`config.mk`:
```
export PLATFORM = sky130hd
export DESIGN_NAME = timer_ctrl
export DESIGN_NICKNAME = d
export VERILOG_FILES = /design/src/rtl/timer_pkg.sv /design/src/rtl/timer_bcd_entry_buf.sv /design/src/rtl/timer_ctrl.sv
export SDC_FILE = /design/constraint.sdc
export NUM_CORES = 1
export LEC_CHECK = 0
export CAP_MARGIN = 20
export CORE_MARGIN = 3
export CORE_UTILIZATION = 40
export DETAILED_ROUTE_END_ITERATION = 10
export PLACE_DENSITY = 0.65
export SLEW_MARGIN = 20
export SYNTH_ARGS = -nofsm -noshare
export SYNTH_HDL_FRONTEND = slang
export SYNTH_SLANG_ARGS = --single-unit
```
`constraint.sdc`:
```
create_clock -name clk -period 1.9 [get_ports clk]
set_input_delay 0.57 -clock clk [delete_from_list [all_inputs] [get_ports clk]]
set_output_delay 0.57 -clock clk [all_outputs]
set_load 0.05 [all_outputs]
```
`src/rtl/timer_pkg.sv`:
```
// Shared encodings and helpers for the MM:SS countdown timer controller.
package timer_pkg;

  localparam int BCD_W  = 4;
  localparam int DIGITS = 4;
  localparam int BUF_W  = BCD_W * DIGITS;

  // Encodings are visible on state_o and are relied on by the display logic.
  typedef enum logic [2:0] {
    ST_IDLE  = 3'd0,
    ST_LOAD  = 3'd1,
    ST_RUN   = 3'd2,
    ST_PAUSE = 3'd3,
    ST_ALARM = 3'd4
  } state_t;

  localparam logic [3:0] KEY_START = 4'hA;
  localparam logic [3:0] KEY_PAUSE = 4'hB;
  localparam logic [3:0] KEY_CLEAR = 4'hC;
  localparam logic [3:0] KEY_BKSP  = 4'hD;

  // Decimal digit key (0-9).
  function automatic logic is_digit(input logic [3:0] k);
    return (k <= 4'd9);
  endfunction

  // A BCD digit may sit in the tens-of-seconds position.
  function automatic logic s10_ok(input logic [3:0] d);
    return (d <= 4'd5);
  endfunction

endpackage

```
`src/rtl/timer_bcd_entry_buf.sv`:
```
// Calculator-style 4-digit BCD entry buffer with digit count and S10 range check.
module bcd_entry_buf
  import timer_pkg::*;
(
  input  logic             clk,
  input  logic             rst,
  input  logic             digit_en,
  input  logic [BCD_W-1:0] digit,
  input  logic             bksp_en,
  input  logic             clear_en,
  output logic [BUF_W-1:0] buf_val,
  output logic             reject
);

  logic [BUF_W-1:0] buf_r;
  logic [2:0]       cnt_r;
  logic             reject_s;

  // A digit is refused when the buffer is full or the current S1 would land in S10 out of range.
  always_comb begin
    reject_s = 1'b0;
    if (digit_en) begin
      if (cnt_r == 3'd4) begin
        reject_s = 1'b1;
      end else if (!s10_ok(buf_r[BCD_W-1:0])) begin
        reject_s = 1'b1;
      end else begin
        reject_s = 1'b0;
      end
    end else begin
      reject_s = 1'b0;
    end
  end

  // Buffer and count update: clear, shift-in, or backspace (count floors at zero).
  always_ff @(posedge clk or posedge rst) begin
    if (rst) begin
      buf_r <= {BUF_W{1'b0}};
      cnt_r <= 3'd0;
    end else if (clear_en) begin
      buf_r <= {BUF_W{1'b0}};
      cnt_r <= 3'd0;
    end else if (digit_en && !reject_s) begin
      buf_r <= {buf_r[BUF_W-BCD_W-1:0], digit};
      cnt_r <= cnt_r + 3'd1;
    end else if (bksp_en) begin
      buf_r <= {{BCD_W{1'b0}}, buf_r[BUF_W-1:BCD_W]};
      cnt_r <= (cnt_r != 3'd0) ? (cnt_r - 3'd1) : 3'd0;
    end else begin
      buf_r <= buf_r;
      cnt_r <= cnt_r;
    end
  end

  assign buf_val = buf_r;
  assign reject  = reject_s;

endmodule

```
`src/rtl/timer_ctrl.sv`:
```
// Countdown timer sequencer: keypad/tick handling, FSM, buzzer timing and datapath strobes.
module timer_ctrl
  import timer_pkg::*;
#(
  parameter int BUZZ_SECS = 10
) (
  input  logic        clk,
  input  logic        rst,
  input  logic        key_valid,
  input  logic [3:0]  key_code,
  input  logic        tick_1hz,
  input  logic        cnt_zero,
  output logic        load,
  output logic [15:0] load_val,
  output logic        dec_en,
  output logic        buzzer,
  output logic [2:0]  state_o,
  output logic        err
);

  localparam logic [7:0] BUZZ_LAST = 8'(BUZZ_SECS - 1);

  state_t           state_r, next_state_s;
  logic [7:0]       buzz_cnt_r, buzz_cnt_s;
  logic             first_run_r;
  logic             dec_s, start_err_s, err_next_s;
  logic             digit_en_s, bksp_en_s, clear_en_s, reject_s;
  logic             key_digit_s, key_start_s, key_pause_s, key_clear_s, key_bksp_s;
  logic [BUF_W-1:0] buf_val_s;
  logic             load_r, dec_r, buzzer_r, err_r;

  assign key_digit_s = key_valid && is_digit(key_code);
  assign key_start_s = key_valid && (key_code == KEY_START);
  assign key_pause_s = key_valid && (key_code == KEY_PAUSE);
  assign key_clear_s = key_valid && (key_code == KEY_CLEAR);
  assign key_bksp_s  = key_valid && (key_code == KEY_BKSP);

  bcd_entry_buf u_entry (
    .clk      (clk),
    .rst      (rst),
    .digit_en (digit_en_s),
    .digit    (key_code),
    .bksp_en  (bksp_en_s),
    .clear_en (clear_en_s),
    .buf_val  (buf_val_s),
    .reject   (reject_s)
  );

  // Next-state, buzz counter and strobe decode; in RUN cnt_zero beats keys, keys beat the tick.
  always_comb begin
    next_state_s = state_r;
    buzz_cnt_s   = buzz_cnt_r;
    dec_s        = 1'b0;
    start_err_s  = 1'b0;
    digit_en_s   = 1'b0;
    bksp_en_s    = 1'b0;
    clear_en_s   = 1'b0;
    case (state_r)
      ST_IDLE: begin
        if (key_digit_s) begin
          digit_en_s = 1'b1;
        end else if (key_bksp_s) begin
          bksp_en_s = 1'b1;
        end else if (key_clear_s) begin
          clear_en_s = 1'b1;
        end else if (key_start_s) begin
          if (buf_val_s == {BUF_W{1'b0}}) begin
            start_err_s = 1'b1;
          end else begin
            next_state_s = ST_LOAD;
          end
        end else begin
          next_state_s = ST_IDLE;
        end
      end
      ST_LOAD: begin
        next_state_s = ST_RUN;
      end
      ST_RUN: begin
        // The count seen right after a load is stale, so the first RUN cycle skips it.
        if (cnt_zero && !first_run_r) begin
          next_state_s = ST_ALARM;
          buzz_cnt_s   = 8'd0;
        end else if (key_pause_s) begin
          next_state_s = ST_PAUSE;
        end else if (key_clear_s) begin
          next_state_s = ST_IDLE;
          clear_en_s   = 1'b1;
        end else if (tick_1hz) begin
          dec_s = 1'b1;
        end else begin
          next_state_s = ST_RUN;
        end
      end
      ST_PAUSE: begin
        if (key_start_s) begin
          next_state_s = ST_RUN;
        end else if (key_clear_s) begin
          next_state_s = ST_IDLE;
          clear_en_s   = 1'b1;
        end else begin
          next_state_s = ST_PAUSE;
        end
      end
      ST_ALARM: begin
        // Any key silences; the buffer is kept so START replays the same time.
        if (key_valid) begin
          next_state_s = ST_IDLE;
          buzz_cnt_s   = 8'd0;
        end else if (tick_1hz) begin
          if (buzz_cnt_r == BUZZ_LAST) begin
            next_state_s = ST_IDLE;
            buzz_cnt_s   = 8'd0;
          end else begin
            buzz_cnt_s = buzz_cnt_r + 8'd1;
          end
        end else begin
          next_state_s = ST_ALARM;
        end
      end
      default: begin
        next_state_s = ST_IDLE;
        buzz_cnt_s   = 8'd0;
      end
    endcase
  end

  assign err_next_s = start_err_s | reject_s;

  // Control state registers: FSM state, buzz counter, first-RUN-cycle flag.
  always_ff @(posedge clk or posedge rst) begin
    if (rst) begin
      state_r     <= ST_IDLE;
      buzz_cnt_r  <= 8'd0;
      first_run_r <= 1'b0;
    end else begin
      state_r     <= next_state_s;
      buzz_cnt_r  <= buzz_cnt_s;
      first_run_r <= (state_r == ST_LOAD);
    end
  end

  // Registered output strobes; buzzer follows the ALARM state and drops on reset.
  always_ff @(posedge clk or posedge rst) begin
    if (rst) begin
      load_r   <= 1'b0;
      dec_r    <= 1'b0;
      buzzer_r <= 1'b0;
      err_r    <= 1'b0;
    end else begin
      load_r   <= (next_state_s == ST_LOAD);
      dec_r    <= dec_s;
      buzzer_r <= (next_state_s == ST_ALARM);
      err_r    <= err_next_s;
    end
  end

  assign load     = load_r;
  assign load_val = buf_val_s;
  assign dec_en   = dec_r;
  assign buzzer   = buzzer_r;
  assign state_o  = state_r;
  assign err      = err_r;

endmodule
```
==> run summary <==
run metrics: IO Pins 32, Mean Syn Cell Area 9.83 um^2, prevailing post-synth register cell dfrtp_1, Floorplan Nets 228, adder-cell share of the synthesized area 4.20%, Crit Path Max Fanout 7, most frequent cells after synthesis dfrtp_1, nor2_1, mux2i_1, Max Root-Sink Buffers 2, routed vias/inst 5.41, Clock Skews 0.00889 ns, Yosys chip area 2080 um^2, Final nets 301, gp weighted congestion 0.855, Layout area overhead 51.9%, number of synthesized flops with an enable pin 0, status completed, Syn Inst Count 212, Cell Area, Placed 2770 um^2, Core ar. 4880 um^2, Post-route DRC 0, Die H 78.2 um, crit path capture type register, chip area 6110 um^2, PD cells 1400 nW/um^2, TritonCTS clock tree yes, # clock sinks 35, inverters 12, CP Data Arrival Time 2.03 ns, final hold vios 0, CTS Root Buffer Type clkbuf_8, Final TNS setup 0 ns, GRT met2 Usage 34.6%, Worst Path Buf+Inv 2, crit-path max cell delay 0.37 ns, registers 35, Max Cap Viol 0, Comb/total area 37.7%, FILL cells 397, synth unique cells 50, vias in the first global route 1,909, CP Class reg -> reg, count leader, synth dfrtp_1, Gate Area 1190 um^2, WL met3 254 um, Comb gates 152
## power breakdown
group / internal (uW) / total [uW] / switching, uW
Clock: 257 / 533 / 275
Combinational: 1180 / 2540 / 1360
Sequential: 987 / 1370 / 384
Total: 2420 / 4440 / 2020
## final timing paths
check / startpoint / endpoint / slack, ns / cells past startpoint
setup reg to reg: u_entry.cnt_r[0] / u_entry.buf_val[1] / 0.04 / 8
min in group asynchronous: rst / u_entry.buf_val[4] / 0.62 / 3
hold / removal: buzz_cnt_r[7] / buzz_cnt_r[7] / 0.49 / 1
hold reg to reg: buzz_cnt_r[7] / buzz_cnt_r[7] / 0.49 / 1
setup / recovery: u_entry.cnt_r[0] / u_entry.buf_val[1] / 0.04 / 8
max in group asynchronous: rst / state_o[0] / 1.07 / 3
## cell usage in the layout (no fill, tap or decap), types with 2 or more instances in the layout
cell / instances
nor3b_1: 3
nor2_1: 15
nor3_4: 2
a211oi_1: 3
clkbuf_8: 5
and3_1: 3
nand3_1: 9
ha_4: 2
mux2i_1: 14
buf_12: 16
nand2b_1: 6
o21ai_1: 10
nor4_1: 4
inv_1: 11
dfrtp_2: 3
a21oi_1: 10
a31oi_1: 2
dlygate4sd2_1: 3
nand4_1: 4
buf_6: 6
ha_1: 5
nor3_1: 3
clkbuf_1: 2
buf_16: 3
nand2_1: 13
a211oi_2: 9
dfrtp_1: 32
clkdlybuf4s50_1: 2
buf_2: 2
a21o_1: 3
buf_4: 45
## through the flow
stage | util (%) | setup slack (ns)
after floorplan | - | 0.0131
after global placement | 56.8 | -0.443
after detailed placement | 56.8 | -0.489
after CTS | 62.7 | 0.00296
after global routing | 64.9 | -0.0561
final | 64.9 | 0.0439
## what timing repair did
item | CTS | global route
setup buffers | 5 | 6
setup endpoints to repair | 28 | 20
cloned | 3 | 2
pin swaps | 4 | 4
resized | 28 | 18
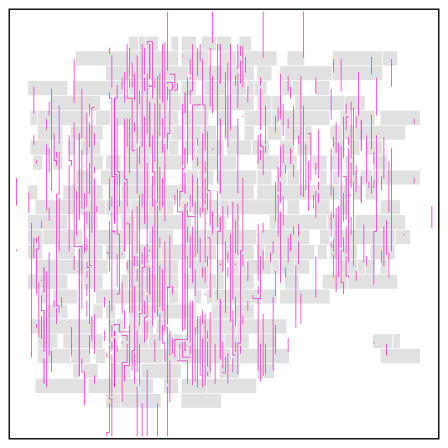
*Signal wires on met2*
Cells faint in the background.
nets with wire on the layer: 256
wire length on this layer: 2,980 um
main direction: vertical
longest straight run: 25.7 um

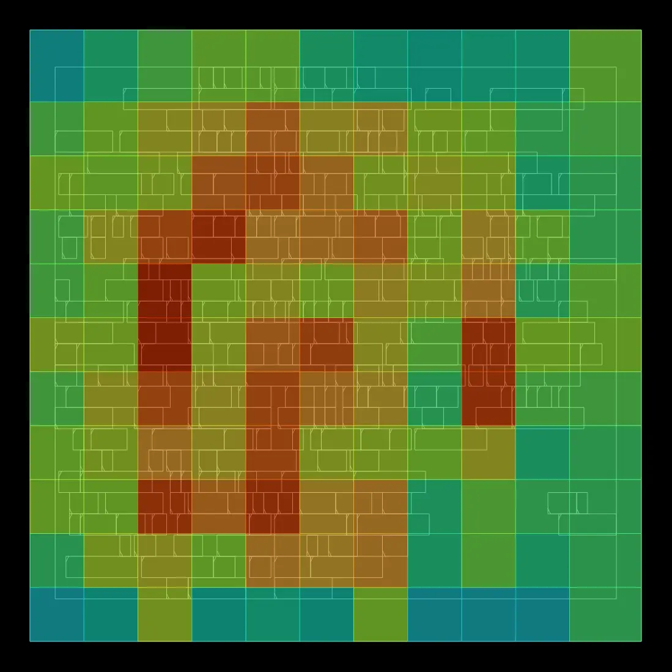
*Congestion heat map*
all-layer global routing usage: 20.6%
met1 Usage GRT: 26.9%
post-layout util: 64.9%
GR Util met3: 4.13%

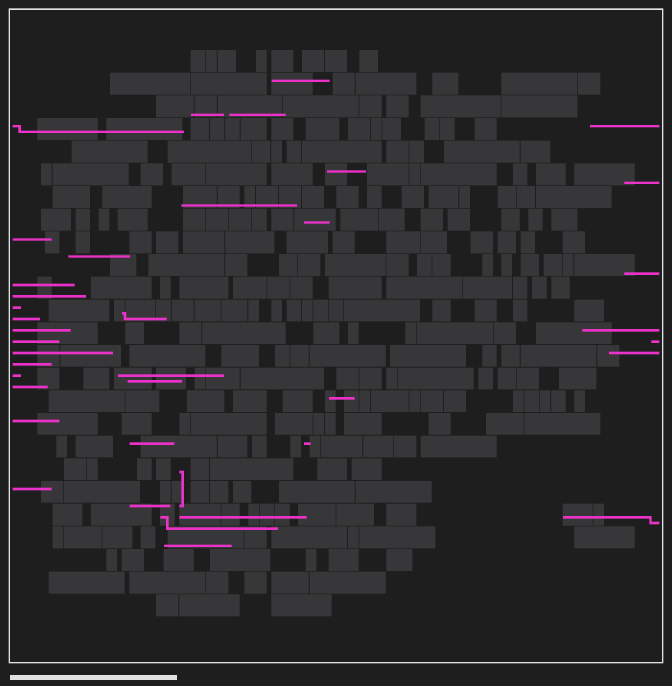
*M3 wires*
Scale bar: 20 um. Cells faint in the background.
nets with wire on the layer: 32
wire length on this layer: 254 um
share of all routed wire: 4.2%
longest straight run: 19.5 um

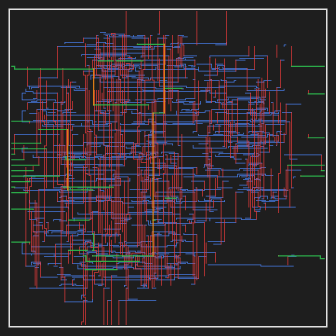
*Metal layers overlaid*
| colour | layer | wire length |
|---|---|---|
| red | M2 | 2,980 um |
| green | M3 | 254 um |
| orange | M4 | 76.2 um |
| blue | M1 | 2,720 um |

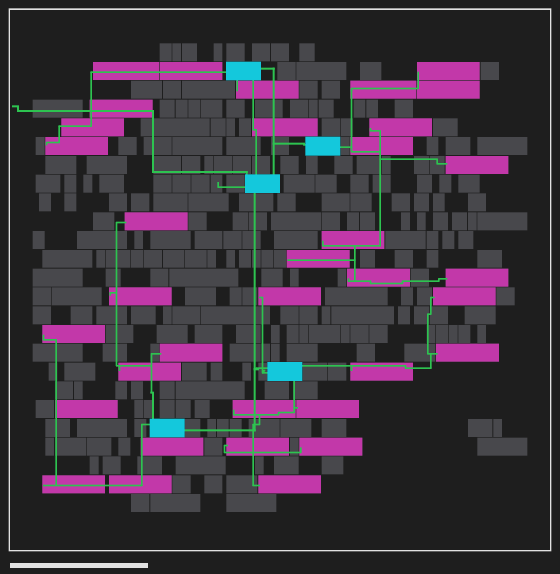
*Clock wires, drivers and flops*
Scale bar: 20 um.
[magenta] flip-flops | count: 35
[cyan] clock-net drivers | count: 5
[green] clock wires | length: 478 um
flops lie: spread over the die
routed clock nets: 6

No activity file was given, so power comes from the tool's default toggle rates.
